$ cat config.mk
export PLATFORM = sky130hd
export DESIGN_NAME = slice_serializer
export DESIGN_NICKNAME = d
export VERILOG_FILES = /design/src/rtl/slice_serializer.sv
export SDC_FILE = /design/constraint.sdc
export NUM_CORES = 1
export LEC_CHECK = 0
export ABC_AREA = 1
export CAP_MARGIN = 20
export CORE_MARGIN = 2
export CORE_UTILIZATION = 58
export CTS_BUF_LIST = sky130_fd_sc_hd__clkbuf_4
export CTS_CLUSTER_SIZE = 14
export DETAILED_ROUTE_END_ITERATION = 6
export PLACE_DENSITY = 0.86
export SKIP_LAST_GASP = 1
export SYNTH_ARGS = -nofsm -noshare
export SYNTH_HDL_FRONTEND = slang
export SYNTH_SLANG_ARGS = --single-unit
export TNS_END_PERCENT = 5
$ cat constraint.sdc
create_clock -name clk -period 2.8 [get_ports clk]
set_clock_uncertainty 0.15 [all_clocks]
set_input_delay 0.56 -clock clk [delete_from_list [all_inputs] [get_ports clk]]
set_output_delay 0.56 -clock clk [all_outputs]
set_load 0.05 [all_outputs]
$ cat src/rtl/slice_serializer.sv
// Wide-word to slice serializer with valid/ready handshakes on both sides.
// Define SLICE_SERIALIZER_MSB_FIRST_EN to emit slices from highest index down to 0.
module slice_serializer #(
  parameter int SLICE_WIDTH      = 8,
  parameter int SELECT_BUS_WIDTH = 3
) (
  input  logic                                   clk,
  input  logic                                   rst,
  input  logic                                   in_valid,
  output logic                                   in_ready,
  input  logic [(SLICE_WIDTH<<SELECT_BUS_WIDTH)-1:0] in_data,
  input  logic [((SELECT_BUS_WIDTH > 0) ? SELECT_BUS_WIDTH : 1)-1:0] in_len,
  output logic                                   out_valid,
  input  logic                                   out_ready,
  output logic [SLICE_WIDTH-1:0]                 out_data,
  output logic                                   out_last
);

  localparam int LW = (SELECT_BUS_WIDTH > 0) ? SELECT_BUS_WIDTH : 1;
  localparam int DW = SLICE_WIDTH << SELECT_BUS_WIDTH;

  typedef enum logic {IDLE, SHIFT} state_t;

  state_t          state;
  logic [DW-1:0]   data;
  logic [LW-1:0]   idx;
  logic [LW-1:0]   len;
  logic [LW-1:0]   len_in;
  logic [LW-1:0]   start_idx;
  logic [LW-1:0]   end_idx;
  logic [LW-1:0]   next_idx;
  logic            accept;

  always_comb begin
    len_in = (SELECT_BUS_WIDTH == 0) ? '0 : in_len;
`ifdef SLICE_SERIALIZER_MSB_FIRST_EN
    start_idx = len_in;
    end_idx   = '0;
    next_idx  = idx - LW'(1);
`else
    start_idx = '0;
    end_idx   = len;
    next_idx  = idx + LW'(1);
`endif
  end

  assign out_valid = (state == SHIFT);
  assign out_last  = (state == SHIFT) && (idx == end_idx);
  assign out_data  = data[idx*SLICE_WIDTH +: SLICE_WIDTH];
  // Accept may coincide with the final beat so back-to-back words have no bubble.
  assign in_ready  = (state == IDLE) || (out_ready && out_last);
  assign accept    = in_valid && in_ready;

  always_ff @(posedge clk) begin
    if (rst) begin
      state <= IDLE;
      data  <= '0;
      idx   <= '0;
      len   <= '0;
    end else if (accept) begin
      state <= SHIFT;
      data  <= in_data;
      len   <= len_in;
      idx   <= start_idx;
    end else if (state == SHIFT && out_ready) begin
      if (out_last) state <= IDLE;
      else          idx   <= next_idx;
    end
  end

endmodule

==> run notes, run 1 <==
Outcome
* finished, final reports clean — outcome

Critical path
* 0.53 ns — setup slack, reg-to-reg
* 2.04 ns — signal arrival time at the worst endpoint
* idx[0] — launching point of the worst reg2reg path
* flip-flop to primary output — path type of the worst setup path

Power and ir drop
* 32.9% — switching share of power
* 728 uW — power of the clock network

Global route
* 0 — global-route congestion overflow total
* 4.34% — met3 track demand over resource in global routing
* 4166 — vias in the first global route

Place
* 0.848 — routability congestion estimate

Final layout
* 207 x sky130_fd_sc_hd__inv_1, 155 x sky130_fd_sc_hd__nand2_1, 75 x sky130_fd_sc_hd__nor2_1, 71 x sky130_fd_sc_hd__dfxtp_1, 70 x sky130_fd_sc_hd__clkdlybuf4s50_1 — most frequent logic cells in the routed design
* 92 — buffers outside the clock class
* 71 — number of flip-flops and latches
* 1760 um^2 — area of combinational cells with multiple inputs
* 76.0% — Finished Core Util

Detailed routing
* met4 — Highest Signal Layer
* 4.83 mm — M1 WL

Final timing
* 0 — number of pins with negative max-slew slack in the final report
* yes — RSZ-0062 raised after global routing
* 0 — total count of hold-check failures in the final report

Clocking
* sky130_fd_sc_hd__clkbuf_4 — cell chosen for the clock root
* 0 — total of cells resized after clock tree synthesis

Logic synthesis
* sky130_fd_sc_hd__inv_1 — top-count cell post-synth
* 5.88 um^2 — synthesized area per cell
* 207 x sky130_fd_sc_hd__inv_1, 156 x sky130_fd_sc_hd__nand2_1, 75 x sky130_fd_sc_hd__nor2_1, 71 x sky130_fd_sc_hd__dfxtp_1, 68 x sky130_fd_sc_hd__nand4_1 — leading post-synthesis cells by instance count

Die
* 6910 um^2 — placeable core region

Run 1, placement density heat map:
Drawn at 4 px/um. The die is cut into 9 by 9 equal tiles; dark blue is low, red is high, 0 to 100% covered.
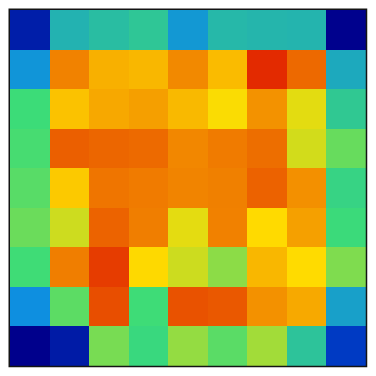
nearly empty tiles	2.5%
fullest tile	95%
densest ninth of the die	center

Run 1, M4 wires:
Drawn at 4 px/um. Supply wires on this layer in gray.
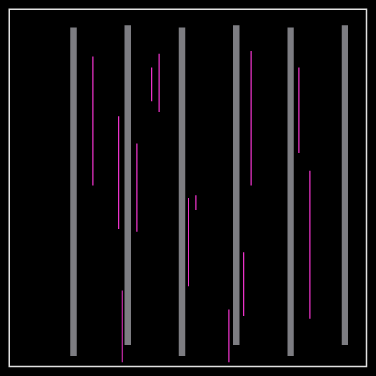
wire length on this layer	267 um
longest straight run	36.7 um
main direction	vertical
share of all routed wire	2.4%

Run 1, port wiring:
Drawn at 3 px/um.
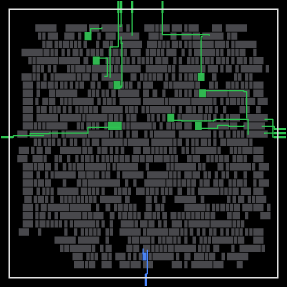
color	port	bits	direction	edge	end cells	buffers	wire
green	`out_data`	8	output	4 top, 3 right, 1 left	8	8	245 um
blue	`out_last`	1	output	bottom	1	1	11.5 um

==> run 2, diff against run 1 <==
CAP_MARGIN = not set   (was 20)
==> run 2 against run 1 <==
Against the previous run:
- clock-buffer cell count unchanged
- register-to-register slack about the same
- fmax unchanged
==> run notes, run 2 <==
Detailed routing
* 4.83 mm — M1 WL
* met4 — Highest Signal Layer
* 0 — ANT nets after route

Power and ir drop
* 1800 uW — internal power of the cells
* 728 uW — power of the clock network
* 32.9% — switching share of power

Global route
* 0 — global-route congestion overflow total
* 18.1 mm — global-route wire length before repair
* 4166 — vias in the first global route
* 29.1% — global-route total usage across every layer

Final layout
* 71 — number of flip-flops and latches
* 64 — Largest register FFs
* 9 — Clock Buffer Count
* 207 x sky130_fd_sc_hd__inv_1, 155 x sky130_fd_sc_hd__nand2_1, 75 x sky130_fd_sc_hd__nor2_1, 71 x sky130_fd_sc_hd__dfxtp_1, 70 x sky130_fd_sc_hd__clkdlybuf4s50_1 — most frequent logic cells in the routed design
* 92 — buffers outside the clock class
* 1760 um^2 — area of combinational cells with multiple inputs

Outcome
* finished, final reports clean — outcome

Clocking
* 0 — total of cells resized after clock tree synthesis
* sky130_fd_sc_hd__clkbuf_4 — cell chosen for the clock root
* 0.41 ns — Clock Latency Late Sink
* 71 — Num Clock Sinks

Logic synthesis
* sky130_fd_sc_hd__dfxtp_1 — Dominant flop cell
* 5.88 um^2 — synthesized area per cell
* 207 x sky130_fd_sc_hd__inv_1, 156 x sky130_fd_sc_hd__nand2_1, 75 x sky130_fd_sc_hd__nor2_1, 71 x sky130_fd_sc_hd__dfxtp_1, 68 x sky130_fd_sc_hd__nand4_1 — leading post-synthesis cells by instance count
* 71 — FF+latch count, synth
* 0.418% — area fraction in xor and xnor cells
* 9.32% — area share of and-or/or-and cells after synthesis
* 0% — fraction of registers with async set/reset
* sky130_fd_sc_hd__inv_1 — top-count cell post-synth

Die
* 96 — tap cell instance count

Place
* 0.848 — routability congestion estimate

Run
* 27 — tally of OpenROAD warnings

Final timing
* 0 — total count of hold-check failures in the final report
* yes — RSZ-0062 raised after global routing
* 0 — number of pins with negative max-slew slack in the final report
* 0 ns — setup tns final

Critical path
* idx[0] — launching point of the worst reg2reg path
* 0.53 ns — setup slack, reg-to-reg
* flip-flop to primary output — path type of the worst setup path
* 2.04 ns — signal arrival time at the worst endpoint

Run 2, clock wires, drivers and flops:
Drawn at 4 px/um.
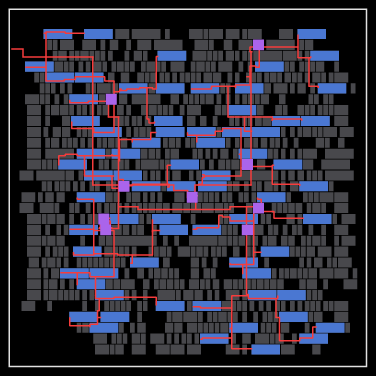
[red] clock wires | length: 861 um
[purple] cells driving clock nets | count: 9
[blue] flip-flops | count: 71
flops lie	spread over the die
routed clock nets	10

Run 2, placement density heat map:
Drawn at 4 px/um. The die is cut into 9 by 9 equal tiles; dark blue is low, red is high, 0 to 100% covered.
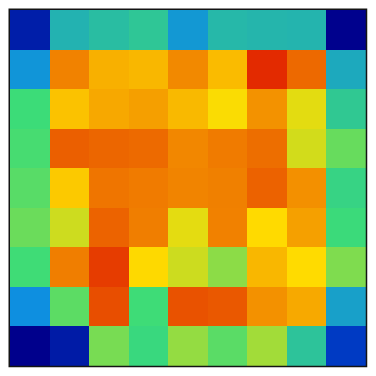
Finished Core Util: 76.0%
placeable core region: 6910 um^2
starting density of the core: 60.6%

Run 2, routing congestion:
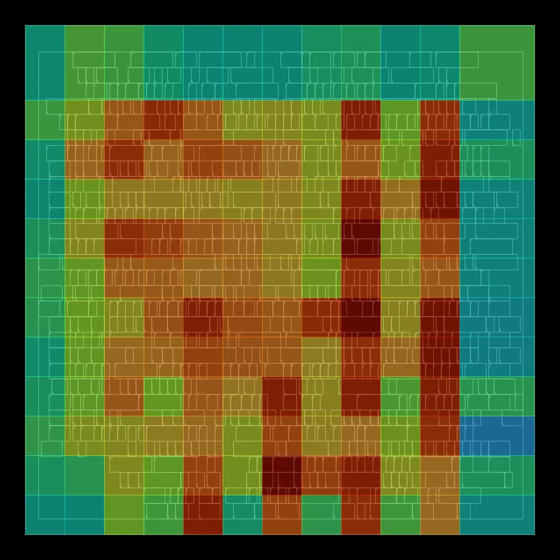
met3 track demand over resource in global routing: 4.34%
per-cell routed wire length: 12.6 um
most used routing layer: met2
GR Layer Usage met2: 48.6%

==> run 3, diff against run 2 <==
CAP_MARGIN = 20   (was not set)
CORE_UTILIZATION = 45   (was 58)
PLACE_DENSITY = 0.69   (was 0.86)
==> run 3 against run 2 <==
Against the previous run:
- clock-buffer cell count unchanged
- critical path type unchanged
- final area up 0.24%
- synthesized cell count unchanged
==> run notes, run 3 <==
Outcome
* finished, final reports clean — outcome

Final layout
* 64 — Largest register FFs
* 71 — number of flip-flops and latches
* 1770 um^2 — area of combinational cells with multiple inputs
* 95 — buffers outside the clock class
* 9 — Clock Buffer Count

Die
* 111 — tap cell instance count
* 45.7% — starting density of the core
* 9150 um^2 — placeable core region

Clocking
* 0 — total of cells resized after clock tree synthesis
* 0.43 ns — Clock Latency Late Sink
* 71 — Num Clock Sinks
* sky130_fd_sc_hd__clkbuf_4 — cell chosen for the clock root

Detailed routing
* 0 — ANT nets after route
* met4 — Highest Signal Layer

Global route
* 5.34% — met3 track demand over resource in global routing
* met2 — most used routing layer
* 3769 — vias in the first global route

Logic synthesis
* 71 — FF+latch count, synth
* 5.88 um^2 — synthesized area per cell
* sky130_fd_sc_hd__inv_1 — top-count cell post-synth
* 207 x sky130_fd_sc_hd__inv_1, 156 x sky130_fd_sc_hd__nand2_1, 75 x sky130_fd_sc_hd__nor2_1, 71 x sky130_fd_sc_hd__dfxtp_1, 68 x sky130_fd_sc_hd__nand4_1 — leading post-synthesis cells by instance count

Place
* 0.859 — routability congestion estimate

Final timing
* 0 — total count of hold-check failures in the final report

Run 3, clock wires, drivers and flops:
Drawn at 4 px/um.
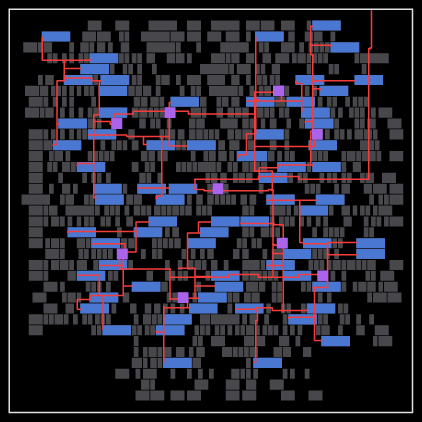
[purple] cells driving clock nets | count: 9
[red] clock wires | length: 916 um
[blue] flip-flops | count: 71
routed clock nets	10

Run 3, routing congestion:
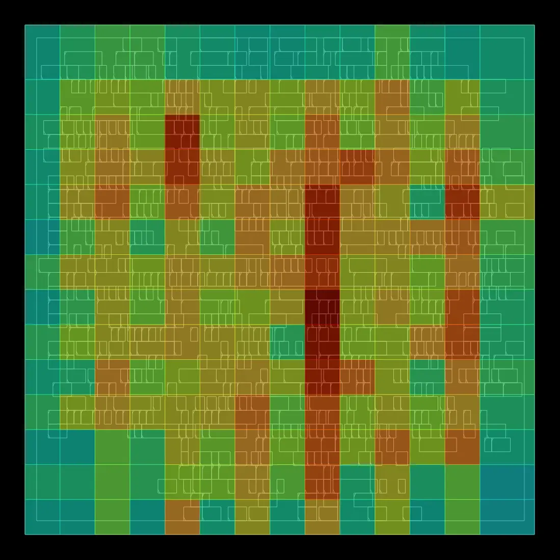
Finished Core Util: 57.5%
global-route total usage across every layer: 21.9%
per-cell routed wire length: 12.1 um
GR Layer Usage met2: 36.3%
fraction of met1 tracks used by global routing: 28.7%

Run 3, placement density heat map:
Drawn at 4 px/um. The die is cut into 10 by 10 equal tiles; dark blue is low, red is high, 0 to 100% covered.
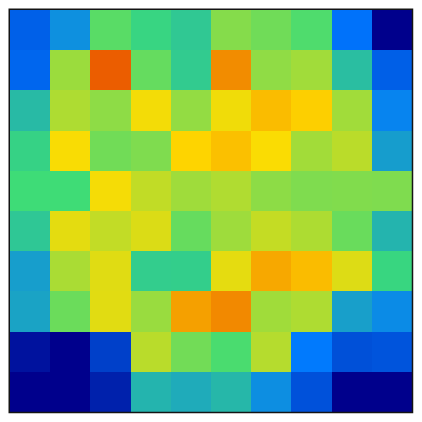
fullest tile	90%
tiles over 75% full	10%
mean over tiles	51%
nearly empty tiles	6.0%

No activity file was given, so power comes from the tool's default toggle rates.
